Figure 1. A small window of the routed layout.
Window x 23 to 53, y 32 to 62 um. Cells in grey, sequential cells in the stronger grey; small squares are vias.
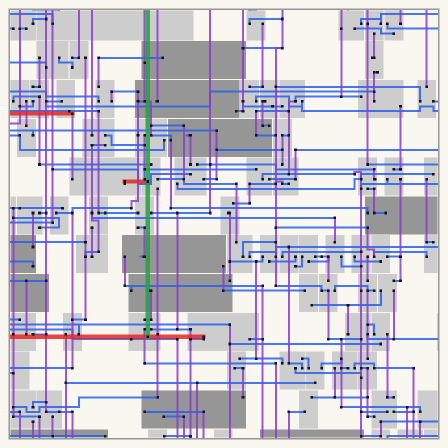
Figure 2. Selected gate families.
(4 px per um)
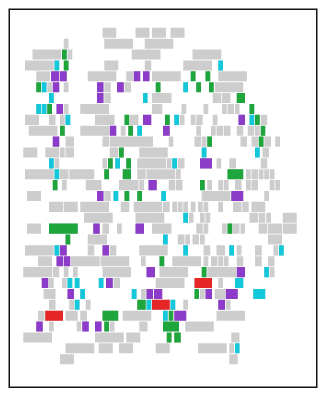
Figure 3. Cell placement.
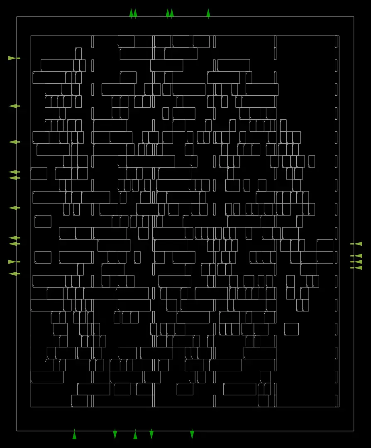
Figure 4. Metal layers overlaid.
(4 px per um) Only two layers are drawn.
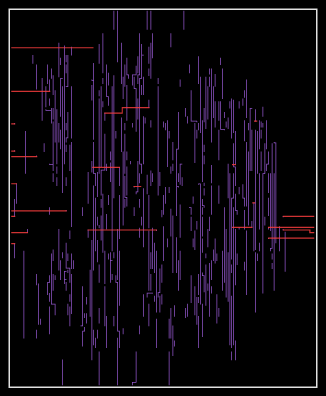
Figure 5. Wire density map.
(3 px per um) The die is cut into 15 by 19 equal tiles; dark purple is low, yellow is high, scaled to the fullest tile. Values are wire area over tile area, all layers added.
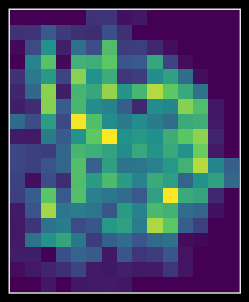
### src/rtl/iddrx2_word_aligner_pkg.sv
// Shared definitions for the IDDRX2 word aligner: FSM state encodings,
// default training word (K28.5 RD-) and the BIT_OFFSET width.
package iddrx2_word_aligner_pkg;

   typedef enum logic [1:0] {
      ST_SEARCH = 2'd0,
      ST_VERIFY = 2'd1,
      ST_LOCKED = 2'd2
   } align_state_t;

   // Wide enough for any legal WORD_W; the top truncates to WORD_W.
   localparam logic [15:0] DEF_SYNC_PATTERN = 16'h017C;
   localparam int          OFFSET_W         = 4;

endpackage

### src/rtl/iddrx2_bit_accum.sv
// Bit accumulator: appends 4 gearbox bits per clock behind the held bits
// (time order, oldest in bit 0), optionally drops the oldest held bit, and
// emits the oldest WORD_W bits once enough are held.
// Ports:
//   clk, rst  clock, synchronous active-high reset (drops held bits)
//   din[3:0]  new bits, din[0] oldest
//   slip      discard the oldest held bit this cycle
//   emit      a word completes this cycle (combinational)
//   word      the completed word, first bit in word[0] (valid with emit)
module iddrx2_bit_accum #(
   parameter int WORD_W = 10
) (
   input  logic              clk,
   input  logic              rst,
   input  logic [3:0]        din,
   input  logic              slip,
   output logic              emit,
   output logic [WORD_W-1:0] word
);

   localparam int BUF_W = WORD_W + 4;
   localparam int CNT_W = $clog2(BUF_W + 1);

   // Bits above cnt_q are always zero, so new bits can simply be OR-ed in.
   logic [BUF_W-1:0] acc_q, acc_d, merged;
   logic [CNT_W-1:0] cnt_q, cnt_d, post_cnt;

   always_comb begin
      merged   = acc_q | (BUF_W'(din) << cnt_q);
      post_cnt = cnt_q + CNT_W'(4);
      if (slip) begin
         merged   = merged >> 1;
         post_cnt = post_cnt - CNT_W'(1);
      end
      emit  = (post_cnt >= CNT_W'(WORD_W));
      word  = merged[WORD_W-1:0];
      acc_d = merged;
      cnt_d = post_cnt;
      if (emit) begin
         acc_d = merged >> WORD_W;
         cnt_d = post_cnt - CNT_W'(WORD_W);
      end
   end

   always_ff @(posedge clk) begin
      if (rst) begin
         acc_q <= '0;
         cnt_q <= '0;
      end else begin
         acc_q <= acc_d;
         cnt_q <= cnt_d;
      end
   end

endmodule

### src/rtl/iddrx2_word_aligner.sv
// SCLK-domain word aligner behind the ECP3 IDDRX2D1 gearbox. Packs 4 bits
// per SCLK into WORD_W-bit words and finds word alignment by bit-slip
// against a training word (or its complement).
// Ports:
//   SCLK, RST            clock, synchronous active-high reset
//   QA0,QB0,QA1,QB1      gearbox bits, serial order QA0 (oldest)..QB1
//   ALIGN_EN             1 = alignment FSM runs, 0 = FSM frozen
//   RETRAIN              one-cycle pulse: drop lock, restart search
//   DOUT, DOUT_VALID     aligned word (first bit in DOUT[0]) and strobe
//   LOCKED               alignment achieved
//   BIT_OFFSET           total slips applied, modulo WORD_W
module iddrx2_word_aligner
   import iddrx2_word_aligner_pkg::*;
#(
   parameter int                WORD_W       = 10,
   parameter logic [WORD_W-1:0] SYNC_PATTERN = WORD_W'(DEF_SYNC_PATTERN),
   parameter int                LOCK_COUNT   = 4
) (
   input  logic                SCLK,
   input  logic                RST,
   input  logic                QA0,
   input  logic                QB0,
   input  logic                QA1,
   input  logic                QB1,
   input  logic                ALIGN_EN,
   input  logic                RETRAIN,
   output logic [WORD_W-1:0]   DOUT,
   output logic                DOUT_VALID,
   output logic                LOCKED,
   output logic [OFFSET_W-1:0] BIT_OFFSET
);

   align_state_t        state_q, state_d;
   logic [3:0]          match_q, match_d, match_inc;
   logic                slip_q, slip_d;
   logic [OFFSET_W-1:0] off_d;
   logic                emit, is_match;
   logic [WORD_W-1:0]   word;

   iddrx2_bit_accum #(.WORD_W(WORD_W)) u_accum (
      .clk  (SCLK),
      .rst  (RST),
      .din  ({QB1, QA1, QB0, QA0}),
      .slip (slip_q),
      .emit (emit),
      .word (word)
   );

   assign is_match  = (word == SYNC_PATTERN) || (word == ~SYNC_PATTERN);
   assign match_inc = match_q + 4'd1;

   // Decisions are made on the word as it is emitted, so state, slip and
   // DOUT all update on the same edge; the slip takes effect one cycle later.
   always_comb begin
      state_d = state_q;
      match_d = match_q;
      slip_d  = 1'b0;
      off_d   = BIT_OFFSET;
      if (RETRAIN) begin
         // Overrides any mismatch-slip from the same cycle.
         state_d = ST_SEARCH;
         match_d = '0;
      end else if (ALIGN_EN && emit && state_q != ST_LOCKED) begin
         if (is_match) begin
            match_d = match_inc;
            state_d = (match_inc == 4'(LOCK_COUNT)) ? ST_LOCKED : ST_VERIFY;
         end else begin
            state_d = ST_SEARCH;
            match_d = '0;
            slip_d  = 1'b1;
            off_d   = (BIT_OFFSET == OFFSET_W'(WORD_W - 1)) ? '0
                                                            : BIT_OFFSET + OFFSET_W'(1);
         end
      end
   end

   always_ff @(posedge SCLK) begin
      if (RST) begin
         state_q    <= ST_SEARCH;
         match_q    <= '0;
         slip_q     <= 1'b0;
         BIT_OFFSET <= '0;
         DOUT       <= '0;
         DOUT_VALID <= 1'b0;
      end else begin
         state_q    <= state_d;
         match_q    <= match_d;
         slip_q     <= slip_d;
         BIT_OFFSET <= off_d;
         DOUT_VALID <= emit;
         if (emit) DOUT <= word;
      end
   end

   assign LOCKED = (state_q == ST_LOCKED);

endmodule

### config.mk
export PLATFORM = sky130hd
export DESIGN_NAME = iddrx2_word_aligner
export DESIGN_NICKNAME = d
export VERILOG_FILES = /design/src/rtl/iddrx2_word_aligner_pkg.sv /design/src/rtl/iddrx2_bit_accum.sv /design/src/rtl/iddrx2_word_aligner.sv
export SDC_FILE = /design/constraint.sdc
export NUM_CORES = 1
export LEC_CHECK = 0
export ABC_AREA = 1
export CORE_ASPECT_RATIO = 1.25
export CORE_MARGIN = 3
export CORE_UTILIZATION = 35
export CTS_BUF_LIST = sky130_fd_sc_hd__clkbuf_4 sky130_fd_sc_hd__clkbuf_8 sky130_fd_sc_hd__clkbuf_16
export DETAILED_ROUTE_END_ITERATION = 10
export HOLD_SLACK_MARGIN = 0.12
export PLACE_DENSITY = 0.51
export SETUP_SLACK_MARGIN = 0.1
export SYNTH_ARGS = -nofsm -noshare
export SYNTH_HDL_FRONTEND = slang
export SYNTH_SLANG_ARGS = --single-unit
### constraint.sdc
create_clock -name SCLK -period 4.25 [get_ports SCLK]
set_input_delay 0.425 -clock SCLK [delete_from_list [all_inputs] [get_ports SCLK]]
set_output_delay 0.425 -clock SCLK [all_outputs]
set_load 0.03 [all_outputs]
==> results_dict.tcl <==
# place-and-route summary
set metrics [dict create \
    p_per_area_nw_per_um2 650 \
    synthMuxAreaShare 0 \
    r2r_cells 8 \
    r2r_setup_slack_ns 1.63 \
    rsz0062_at_grt "no" \
    grt_usage 0.156 \
    dp_hpwl_um 4010 \
    fin_setup_tns_ns 0 \
    startpoint "slip_q" \
    yosysWarnings 0 \
    crit-reg2reg-launch "slip_q" \
    vias 2007 \
    critical_path.max_fanout 20 \
    postSynthSeqShare 0.368 \
    ys_cells 320 \
    clockRootBuffer "clkbuf_8" \
    chipArea_sq_um 7200 \
    multiInputGateArea_sq_um 1150 \
    cts_hold_buffers 0 \
    use_met1 0.181 \
    drt-total-wl_um 5170 \
    place_congestion 0.777 \
    worstSetupPathType "reg -> reg" \
    synth.avg_cell_area_sq_um 6.79 \
    start_kind "register" \
    outcome "finished, final reports clean" \
    cts-htree-levels 2 \
    ys.flops 40 \
    critPathRequiredTime_ns 4.46 \
    top_logic_kind "simple AND/OR/NAND/NOR gates" \
    grt_util_met2 0.286 \
    p_sw_frac 0.444 \
    maxCapViolations 0 \
    cts_max_path_buffers 2 \
    grt_pass1_vias 2042 \
    post_cts_buffers 0 \
    drive_gt1_frac 0.0968 \
    slew_violations 0 \
    diodes 0 \
    tritoncts "done" \
    max_freq_ghz 0.382 \
    warning_count 26 \
    vias_per_cell 4.74 \
    ant_nets 0 \
    skew_ns 0.00588 \
    synth-edff-count 0 \
    path_clk_slew_ns 0.08 \
    p_seq_frac 0.329 \
    finalHoldViolCount 0 \
    grt_pass1_wl_um 9230 \
    grt_overflow 0 \
    antenna_found_initial 0 \
    cts_buffers 5 \
    post-route-drc-count 0 \
    critPathCaptureType "register" \
    dr.pass1.iters 4 \
    setup_viol 0 \
    power_leakage_uw 0.00109 \
    crit_arrival_ns 2.83 \
    finalClockPeriodUsage 0.616 \
    syn_inst 320 \
    ff_latch_area_sq_um 801 \
    switchingPower_uw 737 \
    grt_use_met3 0.0298 \
    busiest_layer "met2" \
    aoi_share 0.102 \
    fa_ha_area_frac 0.0173 \
    p_clk_frac 0.188 \
    nets 351 \
    synth-simple-area-share 0.404 \
    synth_cell_types 33 \
    grt_max_degree 21 \
    reg2reg_to "u_accum.cnt_q[2]" \
    pwr-share-comb 0.483 \
    fp.dieW_um 76.5 \
    synthArstFlopShare 0 \
    cts_resized 0 \
    p_int_uw 921 \
    ios 24 \
    wl_per_cell_um 12.2 \
    syn_to_final_growth_pct 17.4 \
    drt_iter0_drc 121 \
    xor_area_frac 0.00806 \
    final_cell_mix "nand2_1 (78), nand3_1 (48), dfxtp_1 (40)" \
    design_area_sq_um 2550 \
    die_h_um 94.1 \
    crit_end "u_accum.cnt_q[2]" \
    core_sq_um 5900 \
    slew_headroom 0.584 \
    worstSkewPairLatency_ns 0.29 \
    initCoreUtil 0.369 \
    place_area_sq_um 2440 \
    ir_drop_mv 0.267 \
    synthesis.nets 331 \
    hold_path.class "reg -> reg" \
    flop_cell "dfxtp_1" \
    worst_slew_pin_slew_ns 0.624 \
    cts_sinks 40 \
    yosys_area_sq_um 2170 \
    numPortBuffers 23 \
    syn_area_sq_um 2170 \
    layout_min_cycle_time_ns 2.62 \
]
-- Figure 1 (at the start) --
legend:
  purple:
    layer: M2
  red:
    layer: M3
  green:
    layer: M4
  blue:
    layer: M1
cells with their middle in the window: 71
most frequent: nand2_1 (23), nand3_1 (13)
netlist names of flops here include: `u_accum.acc_q` (6), `slip_q` (1)
sequential cells in the window: 7

-- Figure 2 (at the start) --
legend:
  green:
    family: nor cells
    cells: 42
    most_used: nor2_1
  red:
    family: fa/ha/maj cells
    cells: 3
    most_used: ha_1
  cyan:
    family: inv cells
    cells: 39
    most_used: inv_1
  purple:
    family: aoi and oai cells
    cells: 38
    most_used: a21oi_1
most frequent logic cell in the layout: nand2_1
Final Non-Filler Cells: 423
logic share of the area: 0.452

-- Figure 3 (at the start) --
final core utilization: 0.433
Rows: 31
fill count: 674
registers: 40

-- Figure 4 (at the start) --
legend:
  red:
    layer: M3
    wire_length: 139 um
  purple:
    layer: M2
    wire_length: 2540 um

-- Figure 5 (at the start) --
emptiest ninth of the die: north-east
mean over tiles: 0.11
tiles over half the peak: 26%
fullest tile: 0.37

[power by group through the flow]
stage | Combinational, uW | Sequential [uW] | Clock [uW]
after global placement | 808 | 556 | 0
after floorplan | 527 | 608 | 0
after CTS | 810 | 547 | 323
final | 801 | 545 | 312
after detailed placement | 804 | 554 | 0
after global routing | 914 | 558 | 336
[worst max-delay path, cell delays in order, from the launching register on]
cell and delay, ns:
dfxtp_1 0.73, inv_2 0.31, nand2_1 0.14, o21ai_2 0.06
nor2_1 0.21, nor2_4 0.07, inv_1 0.30, nand2_1 0.42
o22ai_1 0.30
[synthesized netlist by cell type, types with 4 or more instances]
master	n	area share
nand2_2	7	0.020
o22ai_1	6	0.017
dfxtp_1	40	0.37
nand4_1	8	0.023
inv_1	34	0.059
nor2_1	34	0.059
a21oi_1	11	0.025
nand2_1	78	0.13
o21ai_0	10	0.023
buf_2	4	0.0092
o21ai_1	6	0.014
nand3_1	48	0.11
[stage by stage]
| step | power (uW) | utilization | worst slack (ns) | hold WS, ns | instances |
|---|---|---|---|---|---|
| floorplan | 1140 | - | 2.39 | 0.440 | 320 |
| global placement | 1360 | 0.414 | 1.75 | 0.453 | 415 |
| detailed placement | 1360 | 0.414 | 1.66 | 0.460 | 415 |
| CTS | 1680 | 0.433 | 1.65 | 0.471 | 423 |
| global route | 1810 | 0.433 | 1.35 | 0.501 | 423 |
| finish | 1660 | 0.433 | 1.63 | 0.466 | 423 |
[worst min path at each step]
stage	cells after the start	from	to	slack, ns
detailed placement	2	state_q[0]	state_q[0]	0.46
global route	2	state_q[1]	state_q[1]	0.50
floorplan	2	state_q[1]	state_q[1]	0.44
CTS	2	state_q[0]	state_q[0]	0.47
global placement	2	state_q[1]	state_q[1]	0.45
finish	2	state_q[0]	state_q[0]	0.47
[state kept, by name, indices dropped and copies added, names as in the netlist]
signal,cells
match_q,4
slip_q,1
u_accum.acc_q,14
state_q,2
BIT_OFFSET,4
DOUT_VALID,1
u_accum.cnt_q,4
DOUT,10
[per-layer routing]
metal,wire [um],vias up
met1,2400,895
met5,0,-
met2,2540,24
li1,-,1079
met4,96,0
met3,139,9
[logic make-up (layout without fill, tap and decap cells)]
group           count (synthesis)  in the layout
compound gates                 39             39
xor+xnor                        2              2
fa+ha+maj                       3              3
buf+inv                        49             70
flops                          40             40
simple gates                  187            187
[layout make-up]
cell class | count | area share
multi-input combinational | 231 | 0.452
sequential | 40 | 0.314
timing repair buffer | 23 | 0.0902
inverter | 39 | 0.0603
tap | 82 | 0.0402
clock buffer | 6 | 0.0299
clock inverter | 2 | 0.0137
Power and IR drop assume default switching activity.
